<file path="src/rtl/dot_product_row_scheduler_if.sv">
// Bus between the matrix controller / operand buffer / dot-product unit / result buffer
// and dot_product_row_scheduler. stall_cycles exists only with DOT_PRODUCT_ROW_SCHEDULER_STALL_CNT_EN.
interface dot_product_row_scheduler_if #(
  parameter int unsigned ELEMENT_WIDTH = 32,
  parameter int unsigned ADDR_WIDTH    = 10,
  parameter int unsigned ROW_WIDTH     = 16
) ();
  logic                     start;
  logic [ROW_WIDTH-1:0]     num_rows;
  logic [31:0]              row_length;
  logic                     busy;
  logic                     done;
  logic                     error;
  logic                     pkg_rd_en;
  logic [ADDR_WIDTH-1:0]    pkg_addr;
  logic                     dp_read_now;
  logic [31:0]              dp_total;
  logic                     dp_ready;
  logic                     dp_finish;
  logic [ELEMENT_WIDTH-1:0] dp_result;
  logic                     res_wr_en;
  logic [ROW_WIDTH-1:0]     res_addr;
  logic [ELEMENT_WIDTH-1:0] res_data;
`ifdef DOT_PRODUCT_ROW_SCHEDULER_STALL_CNT_EN
  logic [31:0]              stall_cycles;
`endif

  modport slave (
    input  start, num_rows, row_length, dp_ready, dp_finish, dp_result,
    output busy, done, error, pkg_rd_en, pkg_addr, dp_read_now, dp_total,
           res_wr_en, res_addr, res_data
`ifdef DOT_PRODUCT_ROW_SCHEDULER_STALL_CNT_EN
    , output stall_cycles
`endif
  );

  modport master (
    output start, num_rows, row_length, dp_ready, dp_finish, dp_result,
    input  busy, done, error, pkg_rd_en, pkg_addr, dp_read_now, dp_total,
           res_wr_en, res_addr, res_data
`ifdef DOT_PRODUCT_ROW_SCHEDULER_STALL_CNT_EN
    , input stall_cycles
`endif
  );
endinterface

</file>
<file path="src/rtl/dot_product_row_scheduler.sv">
// Sequences one matrix-vector pass through an 8-lane dot-product unit, row by row.
// Optional stall counter: define DOT_PRODUCT_ROW_SCHEDULER_STALL_CNT_EN.
module dot_product_row_scheduler #(
  parameter int unsigned ELEMENT_WIDTH = 32,
  parameter int unsigned NO_OF_UNITS   = 8,
  parameter int unsigned ADDR_WIDTH    = 10,
  parameter int unsigned ROW_WIDTH     = 16,
  parameter int unsigned TIMEOUT       = 1024
) (
  input logic clk,
  input logic reset,
  dot_product_row_scheduler_if.slave bus
);
  localparam int unsigned UNIT_SHIFT = $clog2(NO_OF_UNITS);
  localparam int unsigned WD_WIDTH   = $clog2(TIMEOUT + 1);
  localparam logic [31:0] UNIT_MASK  = 32'(NO_OF_UNITS - 1);
  localparam logic [WD_WIDTH-1:0] WD_LAST = WD_WIDTH'(TIMEOUT - 1);

  typedef enum logic [2:0] {
    S_IDLE, S_ISSUE, S_FETCH, S_STROBE, S_WAIT_READY, S_WAIT_FINISH, S_WRITE, S_DONE
  } state_e;

  state_e                   state_q, state_d;
  logic [ROW_WIDTH-1:0]     num_rows_q, num_rows_d;
  logic [31:0]              pkgs_per_row_q, pkgs_per_row_d;
  logic [31:0]              pkg_cnt_q, pkg_cnt_d;
  logic [ROW_WIDTH-1:0]     row_q, row_d;
  logic [WD_WIDTH-1:0]      wd_q, wd_d;
  logic                     fin_prev_q, fin_prev_d;
  logic                     ready_q, ready_d;
  logic                     fin_pend_q, fin_pend_d;
  logic                     busy_q, busy_d;
  logic                     done_q, done_d;
  logic                     error_q, error_d;
  logic                     pkg_rd_en_q, pkg_rd_en_d;
  logic [ADDR_WIDTH-1:0]    pkg_addr_q, pkg_addr_d;
  logic                     dp_read_now_q, dp_read_now_d;
  logic [31:0]              dp_total_q, dp_total_d;
  logic                     res_wr_en_q, res_wr_en_d;
  logic [ROW_WIDTH-1:0]     res_addr_q, res_addr_d;
  logic [ELEMENT_WIDTH-1:0] res_data_q, res_data_d;
`ifdef DOT_PRODUCT_ROW_SCHEDULER_STALL_CNT_EN
  logic [31:0]              stall_q, stall_d;
`endif

  logic                     fin_edge_c;
  logic                     row_length_ok_c;
  logic [31:0]              pkg_cnt_inc_c;
  logic [ROW_WIDTH-1:0]     row_inc_c;
  logic                     wd_expired_c;

  assign fin_edge_c      = bus.dp_finish & ~fin_prev_q;
  assign row_length_ok_c = (bus.row_length != 32'd0) && ((bus.row_length & UNIT_MASK) == 32'd0);
  assign pkg_cnt_inc_c   = pkg_cnt_q + 32'd1;
  assign row_inc_c       = row_q + ROW_WIDTH'(1);
  assign wd_expired_c    = (wd_q == WD_LAST);

  // Next-state and registered-output decode
  always_comb begin
    state_d        = state_q;
    num_rows_d     = num_rows_q;
    pkgs_per_row_d = pkgs_per_row_q;
    pkg_cnt_d      = pkg_cnt_q;
    row_d          = row_q;
    wd_d           = '0;
    fin_prev_d     = bus.dp_finish;
    ready_d        = bus.dp_ready;
    fin_pend_d     = fin_pend_q;
    error_d        = error_q;
    pkg_addr_d     = pkg_addr_q;
    dp_total_d     = dp_total_q;
    res_addr_d     = res_addr_q;
    res_data_d     = res_data_q;

    case (state_q)
      S_IDLE: begin
        if (bus.start) begin
          num_rows_d     = bus.num_rows;
          pkgs_per_row_d = bus.row_length >> UNIT_SHIFT;
          dp_total_d     = bus.row_length;
          pkg_cnt_d      = '0;
          row_d          = '0;
          pkg_addr_d     = '0;
          fin_pend_d     = 1'b0;
          error_d        = !row_length_ok_c;
          if (!row_length_ok_c || bus.num_rows == '0) state_d = S_DONE;
          else                                         state_d = S_ISSUE;
        end
      end
      S_ISSUE:  state_d = S_FETCH;
      S_FETCH:  state_d = S_STROBE;
      S_STROBE: state_d = S_WAIT_READY;
      S_WAIT_READY: begin
        wd_d = wd_q + WD_WIDTH'(1);
        // A finish edge racing the last ready is held for WAIT_FINISH
        if (fin_edge_c) fin_pend_d = 1'b1;
        if (ready_q) begin
          pkg_addr_d = pkg_addr_q + ADDR_WIDTH'(1);
          pkg_cnt_d  = pkg_cnt_inc_c;
          wd_d       = '0;
          if (pkg_cnt_inc_c < pkgs_per_row_q) state_d = S_ISSUE;
          else                                state_d = S_WAIT_FINISH;
        end else if (wd_expired_c) begin
          error_d = 1'b1;
          state_d = S_DONE;
        end
      end
      S_WAIT_FINISH: begin
        wd_d = wd_q + WD_WIDTH'(1);
        if (fin_edge_c || fin_pend_q) begin
          res_data_d = bus.dp_result;
          res_addr_d = row_q;
          fin_pend_d = 1'b0;
          state_d    = S_WRITE;
        end else if (wd_expired_c) begin
          error_d = 1'b1;
          state_d = S_DONE;
        end
      end
      S_WRITE: begin
        row_d     = row_inc_c;
        pkg_cnt_d = '0;
        if (row_inc_c < num_rows_q) state_d = S_ISSUE;
        else                        state_d = S_DONE;
      end
      S_DONE:  state_d = S_IDLE;
      default: state_d = S_IDLE;
    endcase

    busy_d        = (state_d != S_IDLE);
    done_d        = (state_d == S_DONE);
    pkg_rd_en_d   = (state_d == S_ISSUE);
    dp_read_now_d = (state_d == S_STROBE);
    res_wr_en_d   = (state_d == S_WRITE);

`ifdef DOT_PRODUCT_ROW_SCHEDULER_STALL_CNT_EN
    stall_d = stall_q;
    if (state_q == S_IDLE && bus.start) begin
      stall_d = '0;
    end else if ((state_q == S_WAIT_READY || state_q == S_WAIT_FINISH) && stall_q != '1) begin
      stall_d = stall_q + 32'd1;
    end
`else
    // Stall counter not built in this configuration
`endif
  end

  always_ff @(posedge clk) begin
    if (reset) begin
      state_q        <= S_IDLE;
      num_rows_q     <= '0;
      pkgs_per_row_q <= '0;
      pkg_cnt_q      <= '0;
      row_q          <= '0;
      wd_q           <= '0;
      fin_prev_q     <= 1'b0;
      ready_q        <= 1'b0;
      fin_pend_q     <= 1'b0;
      busy_q         <= 1'b0;
      done_q         <= 1'b0;
      error_q        <= 1'b0;
      pkg_rd_en_q    <= 1'b0;
      pkg_addr_q     <= '0;
      dp_read_now_q  <= 1'b0;
      dp_total_q     <= '0;
      res_wr_en_q    <= 1'b0;
      res_addr_q     <= '0;
      res_data_q     <= '0;
`ifdef DOT_PRODUCT_ROW_SCHEDULER_STALL_CNT_EN
      stall_q        <= '0;
`endif
    end else begin
      state_q        <= state_d;
      num_rows_q     <= num_rows_d;
      pkgs_per_row_q <= pkgs_per_row_d;
      pkg_cnt_q      <= pkg_cnt_d;
      row_q          <= row_d;
      wd_q           <= wd_d;
      fin_prev_q     <= fin_prev_d;
      ready_q        <= ready_d;
      fin_pend_q     <= fin_pend_d;
      busy_q         <= busy_d;
      done_q         <= done_d;
      error_q        <= error_d;
      pkg_rd_en_q    <= pkg_rd_en_d;
      pkg_addr_q     <= pkg_addr_d;
      dp_read_now_q  <= dp_read_now_d;
      dp_total_q     <= dp_total_d;
      res_wr_en_q    <= res_wr_en_d;
      res_addr_q     <= res_addr_d;
      res_data_q     <= res_data_d;
`ifdef DOT_PRODUCT_ROW_SCHEDULER_STALL_CNT_EN
      stall_q        <= stall_d;
`endif
    end
  end

  assign bus.busy        = busy_q;
  assign bus.done        = done_q;
  assign bus.error       = error_q;
  assign bus.pkg_rd_en   = pkg_rd_en_q;
  assign bus.pkg_addr    = pkg_addr_q;
  assign bus.dp_read_now = dp_read_now_q;
  assign bus.dp_total    = dp_total_q;
  assign bus.res_wr_en   = res_wr_en_q;
  assign bus.res_addr    = res_addr_q;
  assign bus.res_data    = res_data_q;
`ifdef DOT_PRODUCT_ROW_SCHEDULER_STALL_CNT_EN
  assign bus.stall_cycles = stall_q;
`endif
endmodule

</file>
<file path="src/flat_wrapper.sv">
// flat-port wrapper written by rule: the top's interface ports become plain ports
module dot_product_row_scheduler_flat 
#(
  parameter int unsigned ELEMENT_WIDTH = 32,
  parameter int unsigned NO_OF_UNITS   = 8,
  parameter int unsigned ADDR_WIDTH    = 10,
  parameter int unsigned ROW_WIDTH     = 16,
  parameter int unsigned TIMEOUT       = 1024
)
  (clk, reset, bus_start, bus_num_rows, bus_row_length, bus_dp_ready, bus_dp_finish, bus_dp_result, bus_busy, bus_done, bus_error, bus_pkg_rd_en, bus_pkg_addr, bus_dp_read_now, bus_dp_total, bus_res_wr_en, bus_res_addr, bus_res_data);
  dot_product_row_scheduler_if #(.ELEMENT_WIDTH(ELEMENT_WIDTH), .ADDR_WIDTH(ADDR_WIDTH), .ROW_WIDTH(ROW_WIDTH)) bus_i ();
  input logic clk;
  input logic reset;
  input wire logic [$bits(bus_i.start)-1:0] bus_start;
  input wire logic [$bits(bus_i.num_rows)-1:0] bus_num_rows;
  input wire logic [$bits(bus_i.row_length)-1:0] bus_row_length;
  input wire logic [$bits(bus_i.dp_ready)-1:0] bus_dp_ready;
  input wire logic [$bits(bus_i.dp_finish)-1:0] bus_dp_finish;
  input wire logic [$bits(bus_i.dp_result)-1:0] bus_dp_result;
  output wire logic [$bits(bus_i.busy)-1:0] bus_busy;
  output wire logic [$bits(bus_i.done)-1:0] bus_done;
  output wire logic [$bits(bus_i.error)-1:0] bus_error;
  output wire logic [$bits(bus_i.pkg_rd_en)-1:0] bus_pkg_rd_en;
  output wire logic [$bits(bus_i.pkg_addr)-1:0] bus_pkg_addr;
  output wire logic [$bits(bus_i.dp_read_now)-1:0] bus_dp_read_now;
  output wire logic [$bits(bus_i.dp_total)-1:0] bus_dp_total;
  output wire logic [$bits(bus_i.res_wr_en)-1:0] bus_res_wr_en;
  output wire logic [$bits(bus_i.res_addr)-1:0] bus_res_addr;
  output wire logic [$bits(bus_i.res_data)-1:0] bus_res_data;
  assign bus_i.start = bus_start;
  assign bus_i.num_rows = bus_num_rows;
  assign bus_i.row_length = bus_row_length;
  assign bus_i.dp_ready = bus_dp_ready;
  assign bus_i.dp_finish = bus_dp_finish;
  assign bus_i.dp_result = bus_dp_result;
  assign bus_busy = bus_i.busy;
  assign bus_done = bus_i.done;
  assign bus_error = bus_i.error;
  assign bus_pkg_rd_en = bus_i.pkg_rd_en;
  assign bus_pkg_addr = bus_i.pkg_addr;
  assign bus_dp_read_now = bus_i.dp_read_now;
  assign bus_dp_total = bus_i.dp_total;
  assign bus_res_wr_en = bus_i.res_wr_en;
  assign bus_res_addr = bus_i.res_addr;
  assign bus_res_data = bus_i.res_data;
  dot_product_row_scheduler #(.ELEMENT_WIDTH(ELEMENT_WIDTH), .NO_OF_UNITS(NO_OF_UNITS), .ADDR_WIDTH(ADDR_WIDTH), .ROW_WIDTH(ROW_WIDTH), .TIMEOUT(TIMEOUT)) u_core (.clk(clk), .reset(reset), .bus(bus_i));
endmodule
</file>
<file path="config.mk">
export PLATFORM = sky130hd
export DESIGN_NAME = dot_product_row_scheduler_flat
export DESIGN_NICKNAME = d
export VERILOG_FILES = /design/src/rtl/dot_product_row_scheduler_if.sv /design/src/rtl/dot_product_row_scheduler.sv /design/src/flat_wrapper.sv
export SDC_FILE = /design/constraint.sdc
export NUM_CORES = 1
export LEC_CHECK = 0
export ABC_AREA = 1
export CELL_PAD_IN_SITES_DETAIL_PLACEMENT = 1
export CELL_PAD_IN_SITES_GLOBAL_PLACEMENT = 1
export CORE_MARGIN = 2
export CORE_UTILIZATION = 40
export DETAILED_ROUTE_END_ITERATION = 16
export PLACE_DENSITY_LB_ADDON = 0.1
export SYNTH_ARGS = -nofsm -noshare
export SYNTH_HDL_FRONTEND = slang
export SYNTH_SLANG_ARGS = --single-unit
export TNS_END_PERCENT = 100
</file>
<file path="constraint.sdc">
create_clock -name clk -period 6.1 [get_ports clk]
set_input_delay 1.22 -clock clk [delete_from_list [all_inputs] [get_ports clk]]
set_output_delay 1.22 -clock clk [all_outputs]
set_load 0.03 [all_outputs]
</file>
run_1/met1.png
Bar = 50 um. Supply wires on this layer in gray.
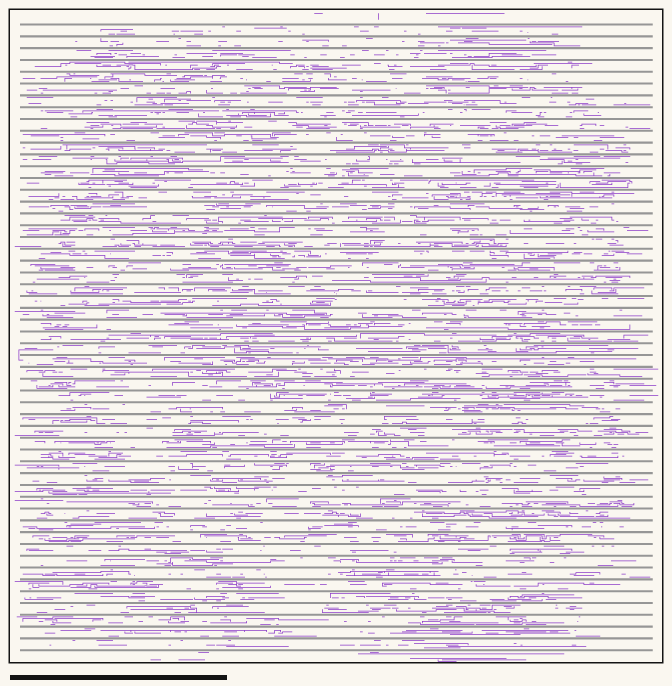
nets with wire on the layer	1338
main direction	horizontal
wire length on this layer	10800 um
longest straight run	47.4 um
share of all routed wire	43%

run_1/met2.png
Cells faint in the background.
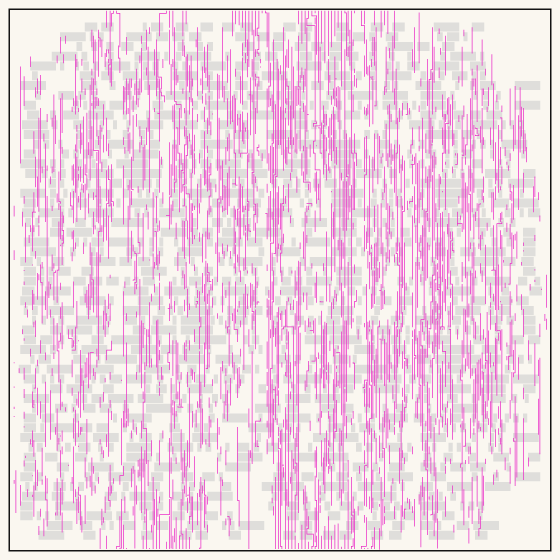
longest straight run	66.3 um
main direction	vertical
share of all routed wire	50%
nets with wire on the layer	1260
wire length on this layer	12700 um

==> results.yml, run 1 <==
# implementation run metrics
finish:
  area_delta_synth_final_pct: 30.9
  seqCellArea_mm2: 0.00354
  comb_area_mm2: 0.00438
  final_cell_area_mm2: 0.0112
  nets: 1453
  diodes: 0
  layout.cells.most_common_list: "nand2_1 (210), clkdlybuf4s50_1 (179), dfxtp_1 (177)"
  lay_top_count: "nand2_1"
  drive_gt1_frac: 0.0622
  nFillCells: 2597
die:
  rows: 53
  core_mm2: 0.0210
  dieHeight_um: 150
  die_x_um: 150
  dieArea_mm2: 0.0226
  pin_count: 181
  fp_util: 0.407
placed_design:
  dpl_cell_area_mm2: 0.0106
  portBuffers: 180
  place_congestion: 0.775
  dp_hpwl_mm: 18.3
critical_path:
  critical_path_required_ns: 6.42
  cp.arrival_ns: 3.68
  worstSetupPathType: "register to register"
  path_max_fanout: 7
  startpoint_type: "register"
  endpoint_kind: "register"
final_timing:
  rsz0062_at_grt: "no"
  final.min_clock_period_ns: 3.36
  fin_tns_setup_ns: 0
  clock.fmax_mhz: 298
  fin_skew_ns: 0.0138
  slew_headroom: 0.335
  worst_pin_slew_ns: 0.997
  setup_viol_count_final: 0
  finalHoldViolations: 0
  slew_violations: 0
  min_period_over_period: 0.550
synthesis:
  ys_ff: 177
  logic_family: "simple AND/OR/NAND/NOR gates"
  fp_nets: 1295
  avgSynthCellArea_um2: 7.35
  simple_gate_area_frac: 0.244
  syn_inst: 1163
  ys_cells: 1163
  muxShareOfSynthArea: 0
  ys_area_mm2: 0.00855
  synth-xor-area-share: 0.0461
  synth_cell_types: 41
  synthAdderAreaFrac: 0.0688
  ys_sh_aoi: 0.153
  yosysWarnings: 0
  syn_area_mm2: 0.00855
  ys_seq_share: 0.414
clock_tree:
  cts_buffers: 17
  postCtsSetupBuffers: 0
  postCtsHoldBufs: 0
  htreeDepth: 4
  clk_latency_ns: 0.44
  cts_tree: "yes"
  clockRootBuffer: "clkbuf_16"
  clockBufferDepth: 2
  ctsResizeCount: 0
  clkTransAtPathRegs_ns: 0.07
  cts.sinks: 177
drt:
  dr.first_iter.drc_count: 348
  wirelength_mm: 25.3
  viasPerCell: 5.03
  wire_per_inst_um: 15.7
  antenna_left: 0
  first_pass_iters: 4
  drc: 0
  vias: 8101
run_status:
  status: "finished, final reports clean"
power:
  power_uw: 3760
  power_density_mw_per_mm2: 336
  vdd_ir_drop_max_v: 0.000203
  p_leak_uw: 0.00445
global_routing:
  grtUsageTotal: 0.229
  antenna_found_initial: 1
  grt_pass1_vias: 8508
  grt_max_degree: 68
  grt_pass1_wl_mm: 41.3
  grt_overflow: 0
flow_run:
  drv_cap: 0
  openroad.warnings: 26
min_path:
  hp-class: "register to register"
run_1/met3.png
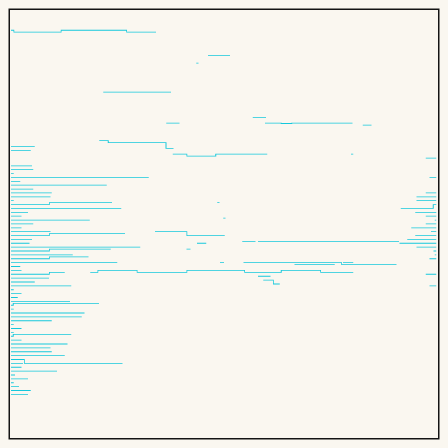
share of all routed wire	5.7%
main direction	horizontal
nets with wire on the layer	94

## run 1: per-stage QoR
stage | instances | hold WS [ns] | worst slack [ns] | util
6_report | 1609 | 0.472 | 2.74 | 0.533
5_1_grt | 1609 | 0.496 | 2.38 | 0.533
4_1_cts | 1609 | 0.477 | 2.71 | 0.533
3_5_place_dp | 1577 | 0.464 | 2.36 | 0.502
3_3_place_gp | 1577 | 0.453 | 2.44 | 0.502
2_1_floorplan | 1163 | 0.435 | 3.39 | -
## run 1: report_power, final
group	leakage, uW	switching [uW]	internal (uW)	total [uW]
Combinational	0.00271	792	429	1220
Sequential	0.00144	82.9	1310	1390
Clock	0.000306	551	598	1150
## run 1: layout make-up
cell class / instances / area share
multi-input cells: 821 / 0.391
well taps: 275 / 0.0307
flip-flops and latches: 177 / 0.317
clock buffers: 17 / 0.0380
inverters: 117 / 0.0393
repair buffers: 187 / 0.165
clock inverters: 15 / 0.0188
## run 1: cell usage after synthesis, drive strengths merged
| master | n | area share |
|---|---|---|
| a211oi | 4 | 0.0035 |
| a21oi | 139 | 0.081 |
| nor2 | 160 | 0.078 |
| dfxtp | 177 | 0.41 |
| a21boi | 1 | 0.00088 |
| o31ai | 1 | 0.00088 |
| nand2 | 223 | 0.10 |
| o21ai | 103 | 0.060 |
| clkinv | 2 | 0.0010 |
| nand3b | 3 | 0.0026 |
| and2 | 2 | 0.0015 |
| o22ai | 1 | 0.00073 |
| nand4 | 12 | 0.0088 |
| xnor2 | 17 | 0.017 |
| inv | 115 | 0.050 |
| nand3 | 38 | 0.023 |
| a31oi | 1 | 0.00073 |
| and3 | 2 | 0.0015 |
| o21a | 2 | 0.0018 |
| nor3b | 5 | 0.0050 |
| clkbuf | 41 | 0.018 |
| o221a | 1 | 0.0013 |
| nor4 | 11 | 0.0080 |
| xor2 | 28 | 0.029 |
| buf | 7 | 0.0045 |
| o21bai | 1 | 0.00088 |
| ha | 47 | 0.069 |
| nor3 | 18 | 0.012 |
| o211ai | 1 | 0.00088 |
## run 1: worst max-delay path, cell delays in order (launching register included)
cell and delay (ns):
dfxtp_1 0.45, ha_1 0.25, nand4_1 0.11, nor2_1 0.21, nand4_1 0.18, nor2_1 0.19
nand3_1 0.14, nor2_1 0.14, xor2_1 0.23, ha_1 0.29, nand4_1 0.13, o221a_2 0.22
nand2_1 0.10, a21boi_0 0.28, nand3_2 0.14, nand2_2 0.08, nand2_1 0.08
## run 1: final timing paths
| kind | startpoint | endpoint | slack [ns] | cells after the start |
|---|---|---|---|---|
| worst max-delay path | u_core.row_q[0] | u_core.bus.busy | 2.74 | 16 |
| worst min-delay path | u_core.num_rows_q[3] | u_core.num_rows_q[3] | 0.47 | 2 |
| worst max register to register | u_core.row_q[0] | u_core.bus.busy | 2.74 | 16 |
| worst min register to register | u_core.num_rows_q[3] | u_core.num_rows_q[3] | 0.47 | 2 |
## run 1: routing by layer
layer	global-route usage	vias to the layer above	routed length (um)
met5	0	-	16
met4	0.0505	2	277
met3	0.0697	20	1430
met2	0.413	121	12700
met1	0.267	3848	10800
li1	-	4110	-
run_1/final_congestion.png
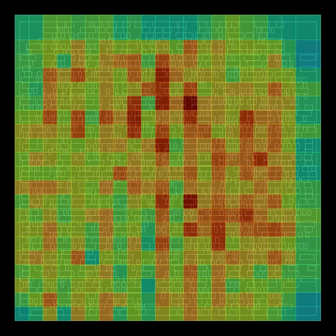

==> inputs of run 2 (changes only) <==
Settings changed: CORE_UTILIZATION 40 to 37.
Clock period 6.1 ns to 3.2 ns, I/O delays scaled along.
run_2/final_congestion.png
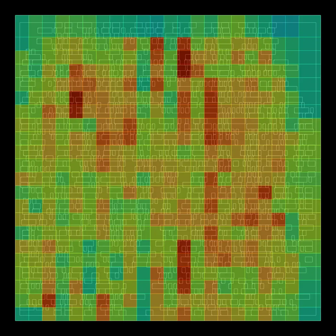
Layout Utilization: 0.500
WL/cell: 16.0 um

run_2/met2.png
Cells faint in the background.
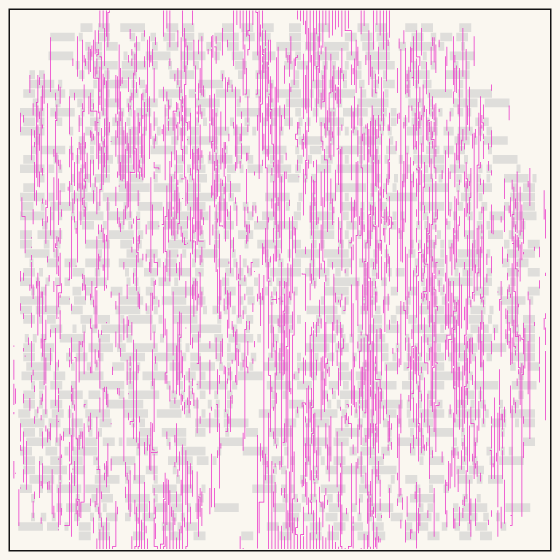
main direction	vertical
share of all routed wire	51%
wire length on this layer	13300 um
longest straight run	65.6 um
nets with wire on the layer	1281

run_2/met4.png
Bar = 50 um. Supply wires on this layer in gray.
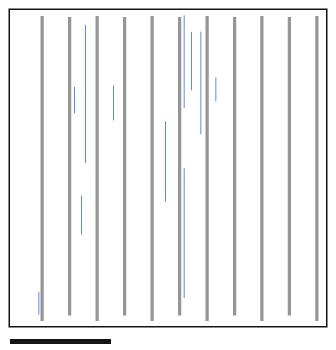
nets with wire on the layer	7
share of all routed wire	1.4%
longest straight run	68.0 um
wire length on this layer	367 um

==> results.yml, run 2 <==
# implementation run metrics
drt:
  first_pass_iters: 6
  antenna_left: 0
  vias: 8157
  dr.first_iter.drc_count: 298
  wirelength_mm: 26.1
  drc: 0
  viasPerCell: 5.00
clock_tree:
  htreeDepth: 4
  cts_tree: "yes"
  postCtsHoldBufs: 0
  cts.sinks: 177
  clk_latency_ns: 0.45
  cts_buffers: 17
  clkTransAtPathRegs_ns: 0.07
  clockBufferDepth: 2
  clockRootBuffer: "clkbuf_16"
final_timing:
  fin_hold_ws_ns: 0.461
  finalHoldViolations: 0
  slew_headroom: 0.537
  setup_viol_count_final: 0
  clock.fmax_mhz: 336
  fin_tns_setup_ns: 0
  slew_violations: 0
  min_period_over_period: 0.930
  fin_skew_ns: 0.0213
  fin_ws_ns: 0.224
  worst_pin_slew_ns: 0.694
  final.min_clock_period_ns: 2.98
global_routing:
  grt_pass1_wl_mm: 42.0
  grt_max_degree: 58
  grt_pass1_vias: 8516
  antenna_found_initial: 0
  grtUsageTotal: 0.216
  grt_overflow: 0
synthesis:
  yosysWarnings: 0
  avgSynthCellArea_um2: 7.35
  syn_inst: 1163
  synth_cell_types: 41
  syn_area_mm2: 0.00855
  ys_async_sr_fraction: 0
  edf_count: 0
  top_cells_by_count: "nand2_1 (210), dfxtp_1 (177), nor2_1 (142)"
  yosysTopAreaCell: "dfxtp_1"
  ys_seq_share: 0.414
  ys_cells: 1163
  ys_ff: 177
  top_cell: "nand2_1"
  area_leaders: "dfxtp_1 (41%), nand2_1 (9.2%), a21oi_1 (8.1%), ha_1 (6.9%), nor2_1 (6.2%)"
  post-synth-top-area-fraction: 0.414
  ys_area_mm2: 0.00855
  fp_nets: 1295
  flop_cell: "dfxtp_1"
finish:
  drive_gt1_frac: 0.0772
  area_delta_synth_final_pct: 32.3
  nets: 1466
  layout.cells.most_common_list: "nand2_1 (210), clkdlybuf4s50_1 (179), dfxtp_1 (174)"
  diodes: 0
  lay_top_count: "nand2_1"
placed_design:
  place_congestion: 0.785
  dp_hpwl_mm: 19.2
  portBuffers: 180
  dp_worst_setup_slack_ns: 0.111
power:
  pwr-share-seq: 0.363
  power_density_mw_per_mm2: 644
  swShare: 0.368
  clkPwrFrac: 0.309
  p_leak_uw: 0.00451
  p_int_uw: 4600
  vdd_ir_drop_max_v: 0.000364
  combPwrFrac: 0.328
  p_sw_uw: 2680
critical_path:
  cp_num_cells: 18
  worstSetupPathType: "register to register"
  cp.arrival_ns: 3.31
  critical_path_required_ns: 3.54
  ff2ff_path_depth: 18
  path_max_fanout: 4
  endpoint_kind: "register"
  critical_path.max_stage_delay_ns: 0.37
  cp_cell_sequence: "ha_2, nand4_1, nor2_2, nand4_1, nor2_1, nand3_1, nor2_1, xor2_1, ha_1, nand4_1, o221a_2, nand2_1, nand2_1, nand3_2, nand2_1, inv_1, nand2_1, inv_1"
  cp_num_buf_inv: 2
  cpMaxStageDelayCell: "dfxtp_1"
  cp_common_cell: "nand2_1"
  critPathTopFamily: "simple AND/OR/NAND/NOR gates"
  startpoint_type: "register"
die:
  pin_count: 181
  dieArea_mm2: 0.0243
  rows: 55
  dieHeight_um: 156
  core_mm2: 0.0226
  fp_util: 0.378
  die_x_um: 156
flow_run:
  drv_cap: 0
  openroad.warnings: 26
min_path:
  hp-class: "register to register"
  min_path_cells: 2
run_status:
  status: "finished, final reports clean"
[run 2: worst paths after layout]
check / start / endpoint / slack, ns
hold / removal: u_core.num_rows_q[6] / u_core.num_rows_q[6] / 0.46
setup reg to reg: u_core.row_q[0] / u_core.bus.done / 0.22
setup / recovery: u_core.row_q[0] / u_core.bus.done / 0.22
hold reg to reg: u_core.num_rows_q[6] / u_core.num_rows_q[6] / 0.46
[run 2: power groups by stage]
stage               sequential, uW  combinational [uW]  clock [uW]
global placement              2690                2370           0
floorplan                     3080                1080           0
CTS                           2650                2420        2310
global route                  2680                2660        2390
finish                        2650                2390        2250
detailed placement            2700                2400           0
[run 2: cells by family (layout without fill, tap and decap cells)]
group,after synthesis,count (layout),synth area share
flops,177,177,0.414
simple gates,474,474,0.244
compound gates,255,255,0.153
buf+inv,165,349,0.0740
fa+ha+maj,47,47,0.0688
xor+xnor,45,45,0.0461
[run 2: routing by layer]
metal  track usage  up-vias  part of all wire
li1              -     4139                 -
met1         0.250     3866              0.42
met2         0.389      126              0.51
met3        0.0667       26             0.053
met4        0.0533        0             0.014
met5             0        -                 0
[run 2: what timing repair did]
| action | in CTS | in global routing |
|---|---|---|
| setup endpoints to repair | 0 | 6 |
| gates resized | 0 | 11 |
| buffers inserted | 0 | 2 |
[run 2: layout make-up]
class	count	area, um^2
sequential	177	3550
fill	2791	11300
clock inverter	14	190
tap	285	357
clock buffer	18	429
inverter	117	440
timing repair buffer	200	1950
multi-input combinational	821	4410
[run 2: worst register-to-register path, delay by kind of cell, from the launching register on]
kind / cells / cell delay (ns)
xor gates and xnor gates: 1 / 0.20
DFF: 1 / 0.37
adders and majority gates: 2 / 0.51
AOI/OAI and AO/OA: 1 / 0.19
buffers and inverters: 2 / 0.07
and+or+nand+nor: 12 / 1.53
[run 2: stage by stage]
| step | total power (uW) | instance area, um^2 | cells |
|---|---|---|---|
| final | 7280 | 11300 | 1632 |
| after CTS | 7380 | 11300 | 1630 |
| after floorplan | 4160 | 8550 | 1163 |
| after global placement | 5050 | 10700 | 1598 |
| after detailed placement | 5090 | 10700 | 1598 |
| after global routing | 7720 | 11300 | 1632 |
No activity file was given, so power comes from the tool's default toggle rates.
